[src/rtl/bht_upd_ctrl.sv]
// rtl/bht_upd_ctrl.sv - write sequencer for the local branch history table
//
// Purpose:
//   Owns the single write port of the 2**IDX_W x HIST_W branch history table.
//   Retire-side direction updates are queued in a small FIFO and drained one per
//   cycle. A scrub engine clears the whole table on request by shifting
//   not-taken bits into every entry. Fetch-side reads whose index is still
//   queued are flagged as stale.
//
// Optional feature macro: BHT_UPD_BYPASS_EN
//   When defined, an update that arrives while the queue is empty and the write
//   port is free goes straight to the table in the same cycle.
//
// Ports:
//   clock, reset_n            core clock, asynchronous active-low reset
//   cm_valid_i/index_i/brdir_i committed branch update (valid/ready handshake)
//   cm_ready_o                update accepted when cm_valid_i & cm_ready_o
//   scrub_req_i               pulse: start a full-table scrub
//   scrub_busy_o              scrub in progress
//   scrub_done_o              one-cycle pulse when the scrub completes
//   wr_hold_i                 table write port blocked this cycle
//   rd_index_i, pend_hit_o    fetch read index / it matches a queued update
//   bht_wt_index_o            table write index
//   bht_brdir_o               table shift-in bit
//   bht_brdir_se_o            table shift-in enable

module bht_upd_ctrl #(
  parameter int IDX_W      = 10,
  parameter int HIST_W     = 10,
  parameter int FIFO_DEPTH = 4
) (
  input  logic             clock,
  input  logic             reset_n,
  input  logic             cm_valid_i,
  input  logic [IDX_W-1:0] cm_index_i,
  input  logic             cm_brdir_i,
  output logic             cm_ready_o,
  input  logic             scrub_req_i,
  output logic             scrub_busy_o,
  output logic             scrub_done_o,
  input  logic             wr_hold_i,
  input  logic [IDX_W-1:0] rd_index_i,
  output logic             pend_hit_o,
  output logic [IDX_W-1:0] bht_wt_index_o,
  output logic             bht_brdir_o,
  output logic             bht_brdir_se_o
);

  localparam int PTR_W = $clog2(FIFO_DEPTH);
  localparam int SH_W  = (HIST_W > 1) ? $clog2(HIST_W) : 1;

  localparam logic [PTR_W:0]  DEPTH_C  = (PTR_W+1)'(FIFO_DEPTH);
  localparam logic [SH_W-1:0] SH_LAST  = SH_W'(HIST_W - 1);
  localparam logic [IDX_W-1:0] IDX_LAST = {IDX_W{1'b1}};

  localparam logic [0:0] ST_RUN   = 1'b0;
  localparam logic [0:0] ST_SCRUB = 1'b1;

  logic [0:0]            r_state;
  logic [IDX_W-1:0]      r_mem_idx [FIFO_DEPTH];
  logic [FIFO_DEPTH-1:0] r_mem_dir;
  logic [FIFO_DEPTH-1:0] r_vld;
  logic [PTR_W-1:0]      r_wr_ptr;
  logic [PTR_W-1:0]      r_rd_ptr;
  logic [PTR_W:0]        r_count;
  logic [IDX_W-1:0]      r_scr_idx;
  logic [SH_W-1:0]       r_scr_sh;
  logic                  r_done;
  logic [IDX_W-1:0]      r_last_idx;
  logic                  r_last_dir;

  logic             w_run;
  logic             w_full;
  logic             w_empty;
  logic             w_push;
  logic             w_pop;
  logic             w_bypass;
  logic             w_scr_wr;
  logic             w_pend;
  logic [IDX_W-1:0] w_idx;
  logic             w_dir;

  always_comb begin
    w_run   = (r_state == ST_RUN);
    w_full  = (r_count == DEPTH_C);
    w_empty = (r_count == '0);

    // A scrub request wins over everything in its cycle: nothing is accepted
    // and the queue head is not issued, so every queued update is dropped.
    cm_ready_o = w_run && !w_full && !scrub_req_i;
    w_pop      = w_run && !w_empty && !wr_hold_i && !scrub_req_i;
`ifdef BHT_UPD_BYPASS_EN
    w_bypass   = w_run && w_empty && !wr_hold_i && cm_valid_i && !scrub_req_i;
`else
    w_bypass   = 1'b0;
`endif
    w_push     = cm_valid_i && cm_ready_o && !w_bypass;
    w_scr_wr   = !w_run && !wr_hold_i;

    if (w_scr_wr) begin
      w_idx = r_scr_idx;
      w_dir = 1'b0;
    end else if (w_pop) begin
      w_idx = r_mem_idx[r_rd_ptr];
      w_dir = r_mem_dir[r_rd_ptr];
    end else begin
      w_idx = cm_index_i;
      w_dir = cm_brdir_i;
    end

    // Bypassed updates are never pushed, so they never count as pending.
    w_pend = 1'b0;
    for (int i = 0; i < FIFO_DEPTH; i++) begin
      if (r_vld[i] && (r_mem_idx[i] == rd_index_i)) begin
        w_pend = 1'b1;
      end
    end

    bht_brdir_se_o = w_scr_wr || w_pop || w_bypass;
    // Write index/bit hold their last issued value while the enable is low.
    bht_wt_index_o = bht_brdir_se_o ? w_idx : r_last_idx;
    bht_brdir_o    = bht_brdir_se_o ? w_dir : r_last_dir;
    pend_hit_o     = w_run && w_pend;
    scrub_busy_o   = !w_run;
    scrub_done_o   = r_done;
  end

  always_ff @(posedge clock or negedge reset_n) begin
    if (!reset_n) begin
      r_state    <= ST_RUN;
      for (int i = 0; i < FIFO_DEPTH; i++) begin
        r_mem_idx[i] <= '0;
      end
      r_mem_dir  <= '0;
      r_vld      <= '0;
      r_wr_ptr   <= '0;
      r_rd_ptr   <= '0;
      r_count    <= '0;
      r_scr_idx  <= '0;
      r_scr_sh   <= '0;
      r_done     <= 1'b0;
      r_last_idx <= '0;
      r_last_dir <= 1'b0;
    end else begin
      r_done <= 1'b0;
      if (bht_brdir_se_o) begin
        r_last_idx <= w_idx;
        r_last_dir <= w_dir;
      end
      if (w_run) begin
        if (scrub_req_i) begin
          r_state  <= ST_SCRUB;
          r_vld    <= '0;
          r_wr_ptr <= '0;
          r_rd_ptr <= '0;
          r_count  <= '0;
        end else begin
          // Push and pop never target the same slot: no pop when empty,
          // no push when full.
          if (w_push) begin
            r_mem_idx[r_wr_ptr] <= cm_index_i;
            r_mem_dir[r_wr_ptr] <= cm_brdir_i;
            r_vld[r_wr_ptr]     <= 1'b1;
            r_wr_ptr            <= r_wr_ptr + 1'b1;
          end
          if (w_pop) begin
            r_vld[r_rd_ptr] <= 1'b0;
            r_rd_ptr        <= r_rd_ptr + 1'b1;
          end
          if (w_push && !w_pop) begin
            r_count <= r_count + 1'b1;
          end else if (!w_push && w_pop) begin
            r_count <= r_count - 1'b1;
          end
        end
      end else if (!wr_hold_i) begin
        if (r_scr_sh == SH_LAST) begin
          r_scr_sh <= '0;
          if (r_scr_idx == IDX_LAST) begin
            r_scr_idx <= '0;
            r_state   <= ST_RUN;
            r_done    <= 1'b1;
          end else begin
            r_scr_idx <= r_scr_idx + 1'b1;
          end
        end else begin
          r_scr_sh <= r_scr_sh + 1'b1;
        end
      end
    end
  end

endmodule

[config.mk]
export PLATFORM = sky130hd
export DESIGN_NAME = bht_upd_ctrl
export DESIGN_NICKNAME = d
export VERILOG_FILES = /design/src/rtl/bht_upd_ctrl.sv
export SDC_FILE = /design/constraint.sdc
export NUM_CORES = 1
export LEC_CHECK = 0
export ABC_AREA = 1
export CAP_MARGIN = 25
export CORE_MARGIN = 2
export CORE_UTILIZATION = 52
export DETAILED_ROUTE_END_ITERATION = 12
export GPL_ROUTABILITY_DRIVEN = 0
export PLACE_DENSITY = 0.75
export SYNTH_ARGS = -nofsm -noshare
export SYNTH_HDL_FRONTEND = slang
export SYNTH_SLANG_ARGS = --single-unit
[constraint.sdc]
create_clock -name clock -period 1.88 [get_ports clock]
set_clock_uncertainty 0.05 [all_clocks]
set_input_delay 0.188 -clock clock [delete_from_list [all_inputs] [get_ports clock]]
set_output_delay 0.188 -clock clock [all_outputs]
set_load 0.1 [all_outputs]
M1 wires:
Supply wires on this layer in grey.
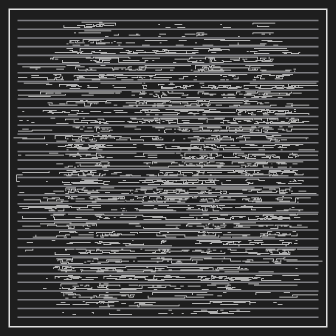
main direction: horizontal
longest straight run: 52.9 um
share of all routed wire: 41%
wire length on this layer: 5370 um
nets with wire on the layer: 679
sum of routed wire length over all layers: 13240 um
vias post-DR: 4545
routing usage on met1: 35.80%

Met2 routing:
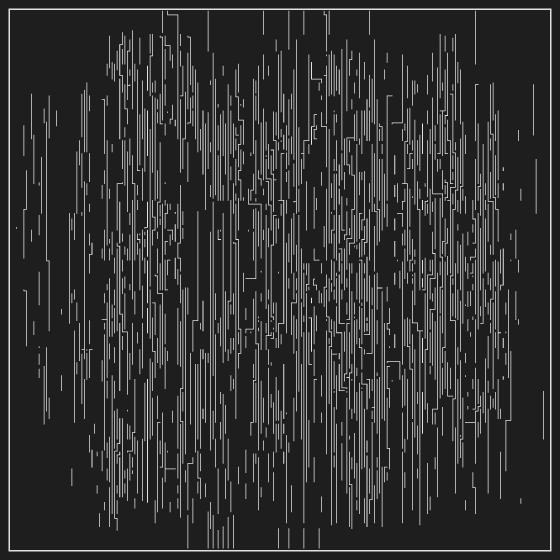
longest straight run: 39.8 um
nets with wire on the layer: 630
wire length on this layer: 6550 um
main direction: vertical
share of all routed wire: 49%
routing usage on met2: 44.90%

Metal 3:
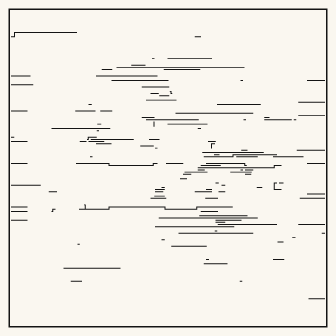
main direction: horizontal
share of all routed wire: 6.4%

==> worst reg2reg max path, delay by kind of cell, from the launching register on <==
kind / cells / cell delay, ns
and+or+nand+nor: 4 / 0.30
adders and majority gates: 1 / 0.36
xor gates and xnor gates: 1 / 0.18
buffers and inverters: 5 / 0.50
DFF: 1 / 0.50
AOI/OAI and AO/OA: 1 / 0.08
==> through the flow <==
stage / std cells / instance area [um2] / setup TNS [ns] / hold slack [ns] / setup WS [ns]
final: 837 / 6421 / -3.166 / 0.2029 / -0.2862
after detailed placement: 795 / 5708 / -1.129 / 0.07026 / -0.2659
after CTS: 824 / 6085 / -2.993 / 0.2260 / -0.2858
after floorplan: 623 / 4755 / -3.428 / -0.1576 / -1.073
after global placement: 795 / 5708 / -0.7769 / 0.07533 / -0.2365
after global routing: 837 / 6421 / -4.277 / 0.2270 / -0.3486
==> kinds of logic after synthesis <==
| logic type | share of synthesized area, % |
|---|---|
| buffers and inverters | 9.816 |
| XOR/XNOR | 3.021 |
| flip-flops | 44.23 |
| AND/OR/NAND/NOR | 25.38 |
| adder cells (fa/ha/maj) | 2.859 |
| AND-OR/OR-AND | 14.70 |
==> flip-flops by register name, indices dropped and copies added, names as in the netlist, 2 cells and up <==
name,count
r_count,3
r_last_idx,10
r_mem_dir,4
r_mem_idx,40
r_rd_ptr,2
r_scr_idx,10
r_scr_sh,4
r_vld,4
r_wr_ptr,2
==> repair_timing <==
action,CTS,global route
pin swaps,11,21
hold endpoints to repair,23,0
gates cloned,0,2
hold buffers,1,0
gates resized,19,70
endpoints found under the setup margin,13,25
buffers inserted,13,12
==> per-layer routing <==
metal	global-route usage [%]	vias to the layer above	routed length [um]
met4	13.07	0	476
met5	0	-	0
li1	-	2184	-
met3	5.319	50	840
met1	35.80	2125	5374
met2	44.90	186	6547
==> impl_table.tex <==
% Implementation results table
\begin{tabular}{lr}
\hline
Metric & Value \\
\hline
\multicolumn{2}{l}{\textbf{Status}} \\
Failing checks & negative setup slack \\
Run status & finished, violations left \\
\multicolumn{2}{l}{\textbf{Clock network}} \\
Clock latency on the worst-skew pair & 0.38 ns \\
Worst-case clock buffer depth & 2 \\
\multicolumn{2}{l}{\textbf{Floorplan}} \\
Die area & 9693 um2 \\
FP Util & 53.46\% \\
Chip Height & 98.46 um \\
Horizontal die dimension & 98.46 um \\
\multicolumn{2}{l}{\textbf{Yosys}} \\
Synthesis area per yosys & 4639 um2 \\
Synthesized area per cell & 7.447 um2 \\
Cell count listed in synth\_stat.txt & 623 \\
Flops after synth & 82 \\
Most frequent cell after synthesis & sky130\_fd\_sc\_hd\_\_nand2\_1 \\
Proportion of synthesized flip-flops having asynchronous set or reset & 100.0\% \\
Gate count after technology mapping & 623 \\
Most common library cells after synthesis & sky130\_fd\_sc\_hd\_\_nand2\_1 (178), sky130\_fd\_sc\_hd\_\_inv\_1 (90), sky130\_fd\_sc\_hd\_\_dfrtp\_1 (82) \\
\multicolumn{2}{l}{\textbf{Global routing}} \\
Vias in the first global route & 4484 \\
GRT Resource Usage Total & 27.61\% \\
\multicolumn{2}{l}{\textbf{Setup path}} \\
Capture point of the worst path & bht\_wt\_index\_o[1] \\
Worst r2r dst & r\_count[2]\$\_DFFE\_PN0P\_ \\
Cell type with the highest occurrence count on the critical path & sky130\_fd\_sc\_hd\_\_buf\_12 \\
Worst path slowest cell & sky130\_fd\_sc\_hd\_\_dfrtp\_4 \\
Startpoint Class & flop \\
Total stage count of the critical path & 8 \\
Required time worst endpoint & 1.64 ns \\
\multicolumn{2}{l}{\textbf{Job}} \\
Tally of max-capacitance violations & 0 \\
\multicolumn{2}{l}{\textbf{Pwr}} \\
Clock network power & 1.54 mW \\
Leak Pwr & 3.114 nW \\
Clock Power Share & 27.1\% \\
Power per cell area & 882.1 nW/um2 \\
Combinational Power Share & 33.8\% \\
\multicolumn{2}{l}{\textbf{Cells and area}} \\
Utilization after layout & 73.99\% \\
Most used logic cell in the final layout & sky130\_fd\_sc\_hd\_\_nand2\_1 \\
Net count of the finished layout & 761 \\
\multicolumn{2}{l}{\textbf{Timing}} \\
Worst setup slack after layout & -0.2862 ns \\
Setup violations, final & 15 \\
\multicolumn{2}{l}{\textbf{Routing}} \\
Vias per cell & 5.430 \\
\hline
\end{tabular}
Power and IR drop assume default switching activity.
